==> run_1/wires.png <==
Two of the layers only.
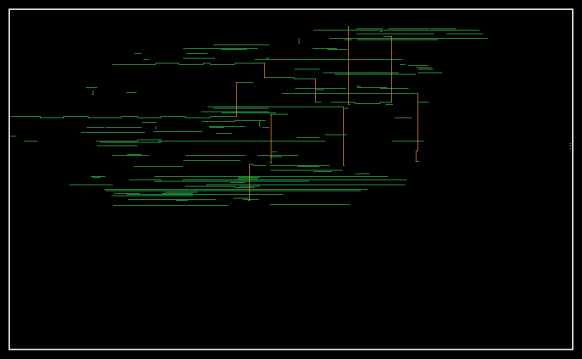
==> run_1/flops_by_reg.png <==
The bar under the picture is 100 um long. Other sequential cells in the stronger gray, the rest of the logic in the fainter gray.
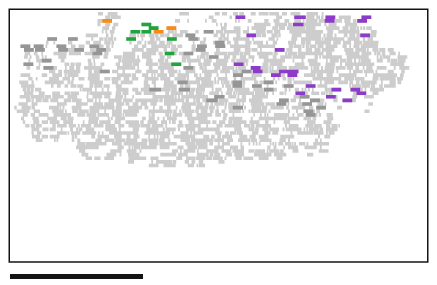
==> run_1/congestion.png <==
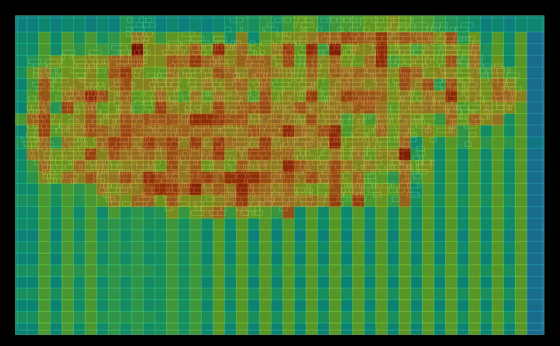
==> config.mk <==
export PLATFORM = sky130hd
export DESIGN_NAME = rgb2yuv422_enc
export DESIGN_NICKNAME = d
export VERILOG_FILES = /design/src/rtl/rgb2yuv422_enc.sv
export SDC_FILE = /design/constraint.sdc
export NUM_CORES = 1
export LEC_CHECK = 0
export CAP_MARGIN = 15
export CORE_ASPECT_RATIO = 0.6
export CORE_UTILIZATION = 25
export DETAILED_ROUTE_END_ITERATION = 8
export SLEW_MARGIN = 20
export SYNTH_ARGS = -nofsm -noshare
export SYNTH_HDL_FRONTEND = slang
export SYNTH_SLANG_ARGS = --single-unit
export TNS_END_PERCENT = 30
==> constraint.sdc <==
create_clock -name clk -period 6.45 [get_ports clk]
set_input_delay 0.9675 -clock clk [delete_from_list [all_inputs] [get_ports clk]]
set_output_delay 0.9675 -clock clk [all_outputs]
set_load 0.02 [all_outputs]
==> flow_summary.toml, run 1 <==
# generated from flow reports
[outcome]
outcome = "complete, no violations"

[floorplanning]
taps = 770
die_h_um = 189

[final_timing]
timing.hold.ws_ns = 0.461
finalCritPeriodShare = 0.996
final-hold-violation-count = 0

[logic_synthesis]
ff_type = "dfxtp_1"
syn_nets = 2116
synthArstFlopShare = 0
ys_warn_count = 0
top_logic_kind = "adder cells"
ys_seq_share = 0.114
top_cells_by_count = "inv_1 (365), ha_1 (323), fa_1 (209), nand2_1 (141), a21oi_1 (88)"

[cells_and_area]
fin_cells = 2433
num-multi-input-gates = 1079
clock_buffers = 9
nFillCells = 5953
comb_area_share = 0.691

[worst_setup_path]
crit_chain = "inv_4 -> ha_4 -> inv_2 -> ha_4 -> inv_2 -> fa_1 -> fa_1 -> inv_2 -> ha_4 -> xnor2_2 -> fa_2 -> fa_1 -> inv_1 -> fa_1 -> inv_1 -> fa_1 -> ha_4 -> ha_4 -> and3_4 -> a21o_1 -> a41o_1 -> o21a_1 -> or2_0 -> a311oi_1"
end_kind = "register"
crit_type = "register to register"

[route]
wl_met1_um = 21500
viasPerCell = 4.44
drt_iter0_drc = 769
top_layer = "met4"
drcViolationCount = 0

[clock_network]
cts_hold_buf = 0
post_cts_resized = 25

[pwr]
power_mw = 5.97
p_clk_frac = 0.091

[flow_run]
log.warning_count = 57
About wires.png:
orange -> metal 4  # wire length 239 um
green -> metal 3  # wire length 3,320 um
via count: 10.8k
total wire length: 40,300 um
Wirelength per Cell: 16.6 um
Tot GR Track Use: 0.141

About flops_by_reg.png:
purple -> pix1_q  # placed flops 24
green -> y0_q  # placed flops 8
orange -> state_q  # placed flops 3
not colored = 48
Seq area share: 0.0977
Final Core Density: 0.299
Flop+latch power: 624 uW
sequential cell area: 0.00168 mm2

About congestion.png:
met2 usage: 0.187
routing usage on met3: 0.0373
GRT busiest layer: met1
grt met1 use: 0.226

==> run_1/logic_types.png <==
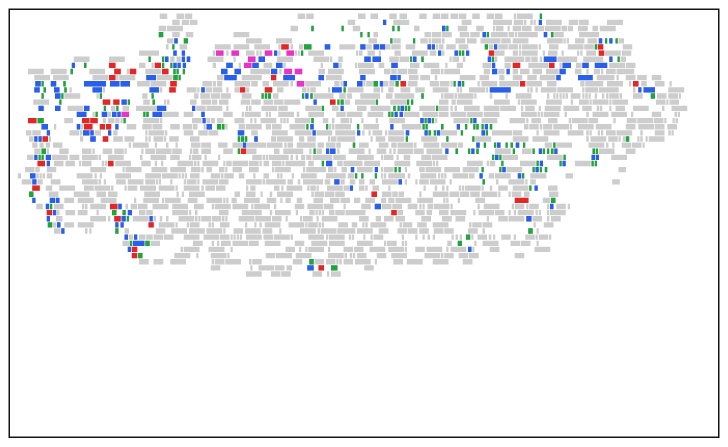

==> inputs of run 2 (changes only) <==
==> constraint.sdc (replaced) <==
create_clock -name clk -period 7.3 [get_ports clk]
set_input_delay 1.095 -clock clk [delete_from_list [all_inputs] [get_ports clk]]
set_output_delay 1.095 -clock clk [all_outputs]
set_load 0.02 [all_outputs]
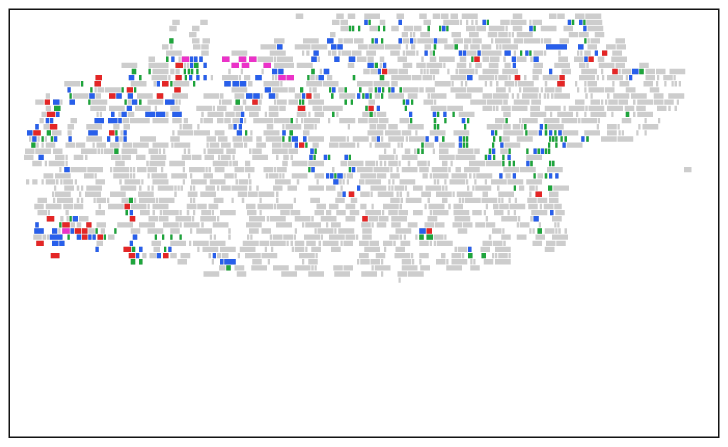
(run_2/logic_types.png)
green -> nand cells  # cells 169
red -> non-inverting ao/oa cells  # cells 45
blue -> aoi and oai cells  # cells 177
magenta -> mux cells  # cells 10
fraction of area in multi-input gates: 0.703
Top cell excl fill/tap: inv_1
Layout Cells excl Fill: 2,376

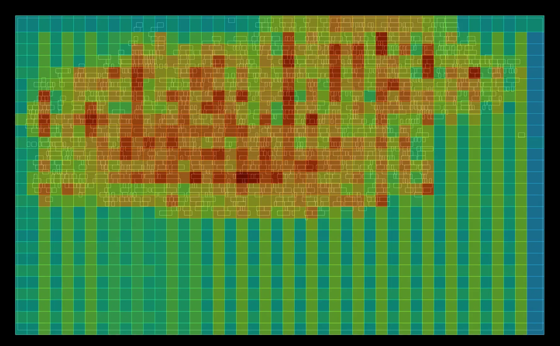
(run_2/congestion.png)
Wirelength per Cell: 16.6 um
Final Core Density: 0.283
routing usage on met3: 0.0435
grt met1 use: 0.223

==> flow_summary.toml, run 2 <==
# generated from flow reports
[logic_synthesis]
ys_warn_count = 0
top_logic_kind = "adder cells"
ff_type = "dfxtp_1"
syn_nets = 2116
synthArstFlopShare = 0

[global_route]
grt_use_total = 0.139
use_met2 = 0.179

[worst_setup_path]
crit_type = "register to register"
crit_chain = "ha_1 -> ha_1 -> inv_1 -> fa_1 -> fa_1 -> inv_1 -> ha_1 -> xnor2_1 -> fa_1 -> fa_1 -> inv_1 -> fa_1 -> inv_1 -> fa_1 -> ha_1 -> ha_1 -> o211a_1 -> a221oi_4 -> o21ai_2 -> a21oi_2 -> o21bai_1 -> a21oi_2 -> buf_4 -> a211oi_1"

[cells_and_area]
clock_buffers = 10
num-multi-input-gates = 1079
nFillCells = 6057
seq_share = 0.102

[final_timing]
timing.hold.ws_ns = 0.459
final-hold-violation-count = 0
finalCritPeriodShare = 0.955

[route]
routed_wl_um = 39400
dr_total_vias = 10400
drcViolationCount = 0

[outcome]
outcome = "complete, no violations"

[flow_run]
log.warning_count = 55

[floorplanning]
die_h_um = 189
taps = 770

[clock_network]
cts_hold_buf = 0

[pwr]
p_seq_uw = 552
==> run_2/flops_by_reg.png <==
The bar under the picture is 100 um long. Other sequential cells in the stronger gray, the rest of the logic in the fainter gray.
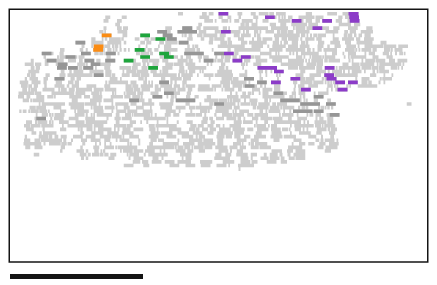

==> inputs of run 3 (changes only) <==
==> constraint.sdc (replaced) <==
create_clock -name clk -period 5.8 [get_ports clk]
set_input_delay 0.87 -clock clk [delete_from_list [all_inputs] [get_ports clk]]
set_output_delay 0.87 -clock clk [all_outputs]
set_load 0.02 [all_outputs]
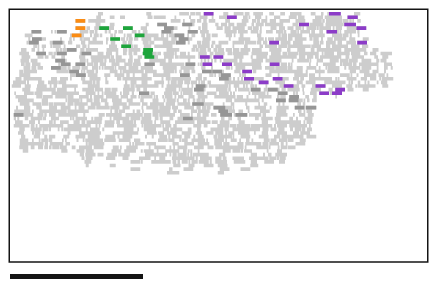
(run_3/flops_by_reg.png)
The bar under the picture is 100 um long. Other sequential cells in the stronger gray, the rest of the logic in the fainter gray.
purple -> pix1_q  # placed flops 24
green -> y0_q  # placed flops 8
orange -> state_q  # placed flops 3
not colored = 48
sequential cell area: 0.00169 mm2
Final Core Density: 0.312
Flop+latch power: 685 uW

==> flow_summary.toml, run 3 <==
# generated from flow reports
[route]
routed_wl_um = 40900
drt_iter0_drc = 716
drcViolationCount = 0
top_layer = "met4"
route.met3.wl_um = 2540
viasPerCell = 4.38
wl_met1_um = 21900
dr_total_vias = 11000

[final_timing]
setup_violations = 23
finalCritPeriodShare = 1.09
final-hold-violation-count = 0
timing.hold.ws_ns = 0.461
setup_slack_ns = -0.506

[pwr]
p_clk_frac = 0.089
p_per_area_mw_per_mm2 = 413

[logic_synthesis]
syn_nets = 2116
synthArstFlopShare = 0
ys_warn_count = 0
ys_seq_share = 0.114
ff_type = "dfxtp_1"
top_logic_kind = "adder cells"

[floorplanning]
taps = 770
die_h_um = 189

[cells_and_area]
comb_area_share = 0.672
fin_cells = 2506
seq_share = 0.0940
num-multi-input-gates = 1079
nFillCells = 5912
clock_buffers = 9

[outcome]
violations = "negative setup slack"
outcome = "finished, violations left"

[worst_setup_path]
crit_chain = "inv_4 -> ha_4 -> inv_2 -> ha_4 -> inv_2 -> fa_1 -> fa_1 -> inv_2 -> ha_4 -> xnor2_2 -> fa_2 -> fa_1 -> inv_1 -> fa_1 -> inv_1 -> fa_1 -> ha_4 -> ha_4 -> and3_4 -> a21o_1 -> a41o_1 -> o21a_2 -> o21ai_4 -> a311oi_1"
end_kind = "register"

[flow_run]
log.warning_count = 58

[global_route]
busiest_layer = "met1"

[clock_network]
post_cts_resized = 55
cts_hold_buf = 0
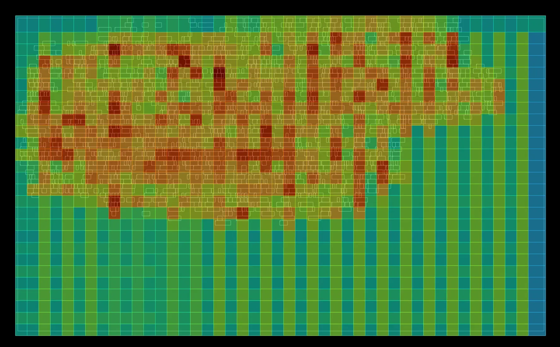
(run_3/congestion.png)
Tot GR Track Use: 0.145
routing usage on met3: 0.0296
met2 usage: 0.200
grt met1 use: 0.227
Wirelength per Cell: 16.3 um

Power is estimated from default activity; no workload was simulated.
